**src/rtl/serctl_regbank.sv**
```systemverilog
`default_nettype none
// ============================================================================
//  Module      : serctl_regbank
//  Description : 8N1 serial control port. Receives framed commands
//                (IDENT, CMD, [DH, DL], CHK), writes/reads a bank of 16-bit
//                registers or external status channels, and answers each
//                decoded frame with an ACK or NACK response frame.
//  Revision    : 1.0  initial release
// ============================================================================
module serctl_regbank #(
    parameter int               HALF_BIT  = 3418,
    parameter int               NREG      = 8,
    parameter int               NSTAT     = 4,
    parameter int               TOUT_BITS = 11,
    parameter logic [7:0]       IDENT     = 8'hE7,
    parameter logic [16*NREG-1:0] RST_VAL = {NREG{16'h0000}}
) (
    input  logic                 clk,
    input  logic                 init,
    input  logic                 rxd,
    output logic                 txd,
    output logic [16*NREG-1:0]   reg_q,
    output logic                 wr_stb,
    output logic [3:0]           wr_addr,
    output logic                 st_rd,
    output logic [3:0]           st_addr,
    input  logic [15:0]          st_data,
    output logic                 busy,
    output logic [7:0]           err_cnt
);

    // HALF_BIT must be at least 3 so the response lead-in fits after PROC.
    localparam int c_TOUT_CYC = TOUT_BITS * 2 * HALF_BIT;
    localparam int c_CNT_W    = $clog2(c_TOUT_CYC + 1);
    localparam logic [c_CNT_W-1:0] c_HALF_M1 = c_CNT_W'(HALF_BIT - 1);
    localparam logic [c_CNT_W-1:0] c_BIT_M1  = c_CNT_W'(2 * HALF_BIT - 1);
    localparam logic [c_CNT_W-1:0] c_TOUT_M1 = c_CNT_W'(c_TOUT_CYC - 1);
    localparam logic [c_CNT_W-1:0] c_WAIT_M1 = c_CNT_W'(HALF_BIT - 3);
    localparam logic [4:0]         c_NREG5   = 5'(NREG);
    localparam logic [4:0]         c_NSTAT5  = 5'(NSTAT);

    typedef enum logic [3:0] {
        S_IDLE     = 4'd0,
        S_RX_START = 4'd1,
        S_RX_BITS  = 4'd2,
        S_RX_STOP  = 4'd3,
        S_RX_GAP   = 4'd4,
        S_PROC     = 4'd5,
        S_TX_WAIT  = 4'd6,
        S_TX_BYTE  = 4'd7,
        S_DISCARD  = 4'd8
    } state_t;

    state_t               r_state, w_state_nxt;
    logic                 r_rx_s1, r_rx_s2, r_rx_prev;
    logic [c_CNT_W-1:0]   r_cnt;
    logic [2:0]           r_bit_idx, r_byte_idx;
    logic [7:0]           r_shift, r_cmd, r_dh, r_dl, r_xor;
    logic [9:0]           r_tx_sh;
    logic [3:0]           r_tx_bit;
    logic [2:0]           r_tx_idx, r_tx_len;
    logic                 r_rsp_nack, r_rsp_read;
    logic [7:0]           r_rsp_code;
    logic [15:0]          r_rdata;
    logic                 r_wr_stb, r_st_rd, r_st_pend, r_busy;
    logic [3:0]           r_wr_addr, r_st_addr;
    logic [7:0]           r_err;

    logic                 w_start_edge, w_tick_half, w_tick_bit, w_tick_tout, w_tick_wait;
    logic                 w_rx_shift, w_byte_ok, w_err_inc, w_commit, w_tx_load, w_tx_shift;
    logic                 w_is_wr, w_is_rd, w_is_st, w_last_byte, w_wr_en, w_st_en;
    logic [7:0]           w_code, w_rsp_b1, w_rsp_b2, w_rsp_chk, w_tx_byte;
    logic [15:0]          w_reg_rd;
    logic [16*NREG-1:0]   w_reg_flat;

    assign w_start_edge = r_rx_prev & ~r_rx_s2;
    assign w_tick_half  = (r_cnt == c_HALF_M1);
    assign w_tick_bit   = (r_cnt == c_BIT_M1);
    assign w_tick_tout  = (r_cnt == c_TOUT_M1);
    assign w_tick_wait  = (r_cnt == c_WAIT_M1);

    assign w_is_wr     = (r_cmd[7:4] == 4'h1);
    assign w_is_rd     = (r_cmd[7:4] == 4'h5);
    assign w_is_st     = (r_cmd[7:4] == 4'h6);
    assign w_last_byte = (r_byte_idx == 3'd4) || ((r_byte_idx == 3'd2) && !w_is_wr);
    assign w_wr_en     = w_commit && (w_code == 8'h00) && w_is_wr;
    assign w_st_en     = w_commit && (w_code == 8'h00) && w_is_st;

    // Frame validation in priority order; r_shift holds the received CHK.
    always_comb begin
        w_code = 8'h00;
        if (r_shift != r_xor)
            w_code = 8'h01;
        else if (!(w_is_wr || w_is_rd || w_is_st))
            w_code = 8'h02;
        else if (w_is_st ? ({1'b0, r_cmd[3:0]} >= c_NSTAT5) : ({1'b0, r_cmd[3:0]} >= c_NREG5))
            w_code = 8'h03;
    end

    // Two-stage synchroniser plus previous-value flop for start-edge detect.
    always_ff @(posedge clk or posedge init) begin
        if (init) begin
            r_rx_s1   <= 1'b1;
            r_rx_s2   <= 1'b1;
            r_rx_prev <= 1'b1;
        end else begin
            r_rx_s1   <= rxd;
            r_rx_s2   <= r_rx_s1;
            r_rx_prev <= r_rx_s2;
        end
    end

    // FSM state register.
    always_ff @(posedge clk or posedge init) begin
        if (init) r_state <= S_IDLE;
        else      r_state <= w_state_nxt;
    end

    // Next-state decode and single-cycle control strobes.
    always_comb begin
        w_state_nxt = r_state;
        w_rx_shift  = 1'b0;
        w_byte_ok   = 1'b0;
        w_err_inc   = 1'b0;
        w_commit    = 1'b0;
        w_tx_load   = 1'b0;
        w_tx_shift  = 1'b0;
        case (r_state)
            S_IDLE:     if (w_start_edge) w_state_nxt = S_RX_START;
            S_RX_START: if (w_tick_half) w_state_nxt = r_rx_s2 ? S_IDLE : S_RX_BITS;
            S_RX_BITS:  if (w_tick_bit) begin
                            w_rx_shift = 1'b1;
                            if (r_bit_idx == 3'd7) w_state_nxt = S_RX_STOP;
                        end
            S_RX_STOP:  if (w_tick_bit) begin
                            if (!r_rx_s2 || ((r_byte_idx == 3'd0) && (r_shift != IDENT))) begin
                                w_err_inc   = 1'b1;
                                w_state_nxt = S_DISCARD;
                            end else if (w_last_byte) begin
                                w_commit    = 1'b1;
                                w_state_nxt = S_PROC;
                            end else begin
                                w_byte_ok   = 1'b1;
                                w_state_nxt = S_RX_GAP;
                            end
                        end
            S_RX_GAP:   if (w_start_edge)     w_state_nxt = S_RX_START;
                        else if (w_tick_tout) w_state_nxt = S_DISCARD;
            S_PROC:     w_state_nxt = S_TX_WAIT;
            S_TX_WAIT:  if (w_tick_wait) begin
                            w_tx_load   = 1'b1;
                            w_state_nxt = S_TX_BYTE;
                        end
            S_TX_BYTE:  if (w_tick_bit) begin
                            if (r_tx_bit == 4'd9 && r_tx_idx != r_tx_len) begin
                                w_tx_load = 1'b1;
                            end else begin
                                w_tx_shift = 1'b1;
                                if (r_tx_bit == 4'd9) w_state_nxt = S_IDLE;
                            end
                        end
            S_DISCARD:  if (w_tick_tout && r_rx_s2) w_state_nxt = S_IDLE;
            default:    w_state_nxt = S_IDLE;
        endcase
    end

    // Shared cycle counter: restarts on every state change and bit boundary,
    // and while discarding it only accumulates uninterrupted idle-high time.
    always_ff @(posedge clk or posedge init) begin
        if (init)
            r_cnt <= '0;
        else if ((r_state != w_state_nxt) ||
                 (((r_state == S_RX_BITS) || (r_state == S_TX_BYTE)) && w_tick_bit) ||
                 ((r_state == S_DISCARD) && !r_rx_s2))
            r_cnt <= '0;
        else
            r_cnt <= r_cnt + c_CNT_W'(1);
    end

    // Receive datapath: bit shifter, byte capture and running checksum.
    always_ff @(posedge clk or posedge init) begin
        if (init) begin
            r_shift    <= 8'h00;
            r_bit_idx  <= 3'd0;
            r_byte_idx <= 3'd0;
            r_xor      <= 8'h00;
            r_cmd      <= 8'h00;
            r_dh       <= 8'h00;
            r_dl       <= 8'h00;
        end else begin
            if (w_rx_shift) r_shift <= {r_rx_s2, r_shift[7:1]};
            if (r_state != S_RX_BITS) r_bit_idx <= 3'd0;
            else if (w_rx_shift)      r_bit_idx <= r_bit_idx + 3'd1;
            if (r_state == S_IDLE) begin
                r_byte_idx <= 3'd0;
                r_xor      <= 8'h00;
            end else if (w_byte_ok) begin
                r_byte_idx <= r_byte_idx + 3'd1;
                r_xor      <= r_xor ^ r_shift;
                case (r_byte_idx)
                    3'd1:    r_cmd <= r_shift;
                    3'd2:    r_dh  <= r_shift;
                    3'd3:    r_dl  <= r_shift;
                    default: ;
                endcase
            end
        end
    end

    generate
        for (genvar gi = 0; gi < NREG; gi++) begin : g_reg
            logic [15:0] r_val;
            // Register gi loads the frame data on a valid write to its address.
            always_ff @(posedge clk or posedge init) begin
                if (init)
                    r_val <= RST_VAL[16*gi +: 16];
                else if (w_wr_en && (r_cmd[3:0] == 4'(gi)))
                    r_val <= {r_dh, r_dl};
            end
            assign w_reg_flat[16*gi +: 16] = r_val;
        end
    endgenerate

    // Register read mux, addressed by the command's low nibble.
    always_comb begin
        w_reg_rd = 16'h0000;
        for (int i = 0; i < NREG; i++)
            if (r_cmd[3:0] == 4'(i)) w_reg_rd = w_reg_flat[16*i +: 16];
    end

    // Commit results: strobes, response descriptor, read data and error count.
    always_ff @(posedge clk or posedge init) begin
        if (init) begin
            r_wr_stb   <= 1'b0;
            r_wr_addr  <= 4'h0;
            r_st_rd    <= 1'b0;
            r_st_addr  <= 4'h0;
            r_st_pend  <= 1'b0;
            r_rsp_nack <= 1'b0;
            r_rsp_read <= 1'b0;
            r_rsp_code <= 8'h00;
            r_tx_len   <= 3'd0;
            r_rdata    <= 16'h0000;
            r_err      <= 8'h00;
            r_busy     <= 1'b0;
        end else begin
            r_wr_stb  <= w_wr_en;
            r_st_rd   <= w_st_en;
            r_st_pend <= r_st_rd;
            r_busy    <= (w_state_nxt != S_IDLE);
            if (w_wr_en) r_wr_addr <= r_cmd[3:0];
            if (w_st_en) r_st_addr <= r_cmd[3:0];
            if (w_commit) begin
                r_rsp_nack <= (w_code != 8'h00);
                r_rsp_read <= (w_code == 8'h00) && !w_is_wr;
                r_rsp_code <= w_code;
                r_tx_len   <= (w_code != 8'h00) ? 3'd4 : (w_is_wr ? 3'd3 : 3'd5);
                if (w_is_rd) r_rdata <= w_reg_rd;
            end
            if (r_st_pend) r_rdata <= st_data;
            if ((w_err_inc || (w_commit && (w_code != 8'h00))) && (r_err != 8'hFF))
                r_err <= r_err + 8'd1;
        end
    end

    // Response byte selection; the final byte is always the XOR checksum.
    always_comb begin
        w_rsp_b1  = r_rsp_nack ? 8'hEE : r_cmd;
        w_rsp_b2  = r_rsp_nack ? r_rsp_code : r_rdata[15:8];
        w_rsp_chk = IDENT ^ w_rsp_b1;
        if (r_rsp_nack) w_rsp_chk = w_rsp_chk ^ r_rsp_code;
        if (r_rsp_read) w_rsp_chk = w_rsp_chk ^ r_rdata[15:8] ^ r_rdata[7:0];
        if (r_tx_idx == (r_tx_len - 3'd1))
            w_tx_byte = w_rsp_chk;
        else begin
            case (r_tx_idx)
                3'd0:    w_tx_byte = IDENT;
                3'd1:    w_tx_byte = w_rsp_b1;
                3'd2:    w_tx_byte = w_rsp_b2;
                default: w_tx_byte = r_rdata[7:0];
            endcase
        end
    end

    // Transmit shifter: {stop, data, start}, refilled with ones so txd idles high.
    always_ff @(posedge clk or posedge init) begin
        if (init) begin
            r_tx_sh  <= 10'h3FF;
            r_tx_bit <= 4'd0;
            r_tx_idx <= 3'd0;
        end else if (w_commit) begin
            r_tx_idx <= 3'd0;
        end else if (w_tx_load) begin
            r_tx_sh  <= {1'b1, w_tx_byte, 1'b0};
            r_tx_bit <= 4'd0;
            r_tx_idx <= r_tx_idx + 3'd1;
        end else if (w_tx_shift) begin
            r_tx_sh  <= {1'b1, r_tx_sh[9:1]};
            r_tx_bit <= r_tx_bit + 4'd1;
        end
    end

    assign txd     = r_tx_sh[0];
    assign reg_q   = w_reg_flat;
    assign wr_stb  = r_wr_stb;
    assign wr_addr = r_wr_addr;
    assign st_rd   = r_st_rd;
    assign st_addr = r_st_addr;
    assign busy    = r_busy;
    assign err_cnt = r_err;

endmodule
`default_nettype wire
```
**config.mk**
```make
export PLATFORM = sky130hd
export DESIGN_NAME = serctl_regbank
export DESIGN_NICKNAME = d
export VERILOG_FILES = /design/src/rtl/serctl_regbank.sv
export SDC_FILE = /design/constraint.sdc
export NUM_CORES = 1
export LEC_CHECK = 0
export ABC_CLOCK_PERIOD_IN_PS = 12800
export CELL_PAD_IN_SITES_DETAIL_PLACEMENT = 0
export CELL_PAD_IN_SITES_GLOBAL_PLACEMENT = 1
export CORE_MARGIN = 3
export CORE_UTILIZATION = 46
export CTS_BUF_LIST = sky130_fd_sc_hd__clkbuf_8
export DETAILED_ROUTE_END_ITERATION = 12
export GPL_ROUTABILITY_DRIVEN = 0
export PLACE_DENSITY = 0.82
export SYNTH_ARGS = -nofsm -noshare
export SYNTH_HDL_FRONTEND = slang
export SYNTH_SLANG_ARGS = --single-unit
```
**constraint.sdc**
```tcl
create_clock -name clk -period 12.8 [get_ports clk]
set_input_delay 2.56 -clock clk [delete_from_list [all_inputs] [get_ports clk]]
set_output_delay 2.56 -clock clk [all_outputs]
set_load 0.05 [all_outputs]
```
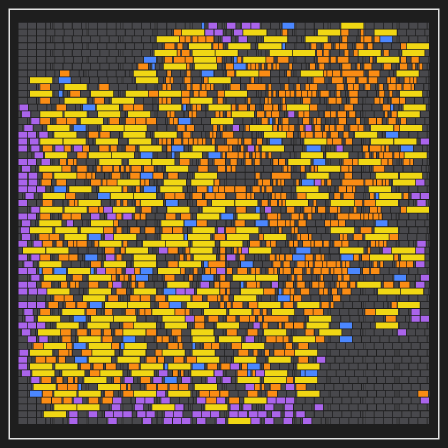
placement_by_type.png
Fill, decap, tap and diode cells in gray.
legend:
  combinational and other logic:
    color: orange
    cells: 749
  remaining buffers and delay cells:
    color: purple
    cells: 178
  clock drivers and dummy loads:
    color: blue
    cells: 78
  sequential cells:
    color: yellow
    cells: 257
row count: 59
fin area: 0.0152 mm^2
Final Util: 0.577

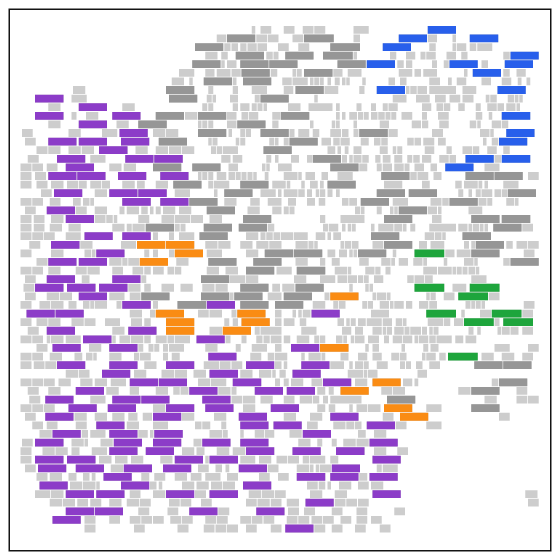
flops_by_reg.png
Other sequential cells in the stronger gray, the rest of the logic in the fainter gray.
legend:
  `r_tx_sh`:
    color: green
    placed_flops: 9
    where: middle right
  `g_reg.r_val`:
    color: purple
    placed_flops: 128
  `r_cnt`:
    color: blue
    placed_flops: 17
    where: upper right
  `r_rdata`:
    color: orange
    placed_flops: 16
not colored: 87
flop share of the area: 0.424
FF/Latch Area: 0.00645 mm^2
seq pwr: 0.000835 W

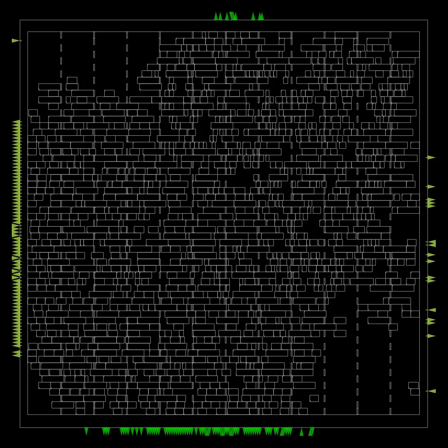
placement.png
n_taps: 335
fin cells: 1599
fillcell total: 2200
core area: 0.0264 mm^2

==> reports/summary.txt <==
Crit Path Max Fanout: 112
Ant. Diodes: 2
Sinks on Clock Net: 257
HP Class: reg -> reg
met3 Usage GRT: 0.0499
CP max stage delay: 0.96 ns
Crit path max-delay family: buffers and inverters
Slew @ Worst Pin: 1.15 ns
Int Pwr: 0.00121 W
synth-to-layout area growth: 21.6%
Yosys Chip Area: 0.0125 mm^2
NumNets Final: 1268
Avg Inst Size Synth: 11.6 um^2
Power Density: 105 mW/mm^2
Ports: 167
post-DR vias/cell: 5.88
top cell type's share of synthesized area: 0.491
Rel. slew slack: 0.233
Synth Flop Type: dfrtp_1
Comb area: 0.00567 mm^2
Final WS setup: 7.97 ns
drt wl/cell: 22.2 um
Synth Seq Share: 0.516
pin count of the biggest net entering global routing: 113
clk_skew: 0.0277 ns
slowest CP cell: buf_4
beginning of the worst hold path: r_rx_s1
Floorplan Nets: 1112
Critical R2R Capture: g_reg[2].r_val[7]
PostCTS Resize Cnt: 0
main kind of combinational logic by area: multiplexers
final total power: 0.00160 W
ANT nets after route: 0
synthesized instance count: 1076
flop-to-flop setup slack: 8.86 ns
vias in the first global route: 9424
crit path DAT: 5.42 ns
clk buf depth: 3
Synth Cell Area: 0.0125 mm^2
Setup violations, final: 0
HPWL after DPL: 24.0 mm
Post-DP Area: 0.0144 mm^2
CTS H-Tree Depth: 2
mux frac, synth: 0.156
VDD IR max: 0.0728 mV
share of layout cells above drive strength 1: 0.212
gr usage total: 0.243
most used logic cell in the final layout: dfrtp_1
critical path capture point type: async pin
status: finished clean
Final Slew Violations: 0
most frequent CP cell: buf_4
Buffers, non-clock: 178
Hold WS: 0.357 ns
number of cells in Yosys stat: 1076
Skew-Pair Late Insertion Delay: 0.57 ns
vias: 9409
Initial DRC Count: 721
Simple-Gate Fraction of Synth Area: 0.129
Worst-path clk slew: 0.05 ns
setup TNS: 0 ns
met3 wire length: 2.29 mm
crit path cell chain: clkdlybuf4s50_1, inv_8, buf_4, buf_4
WP data required: 13.39 ns
R2R depth: 8
[cells in the mapped netlist (all sizes together), types with 4 or more instances]
library cell	number
ha	17
nor4bb	5
nand4	14
nor4b	5
dfrtp	245
nand4b	4
nor2b	9
o21ai	42
a21oi	54
dfstp	12
or4	4
a222oi	12
and4b	5
and4bb	4
or3	5
o221ai	5
xor2	22
o21a	4
inv	16
and3	6
clkbuf	38
and4	4
nor3	18
buf	32
nand3	18
nand2	60
and2	17
nor2	52
xnor2	32
a21o	7
mux2i	9
o22ai	13
a22oi	23
nand2b	10
nor4	25
mux2	165
a31oi	18
a221o	4
[state kept, by name, indices dropped and copies added, names as in the netlist, 9 cells and up]
register	flops
g.r_val	128
r_cnt	17
r_rdata	16
r_tx_sh	9
No activity file was given, so power comes from the tool's default toggle rates.
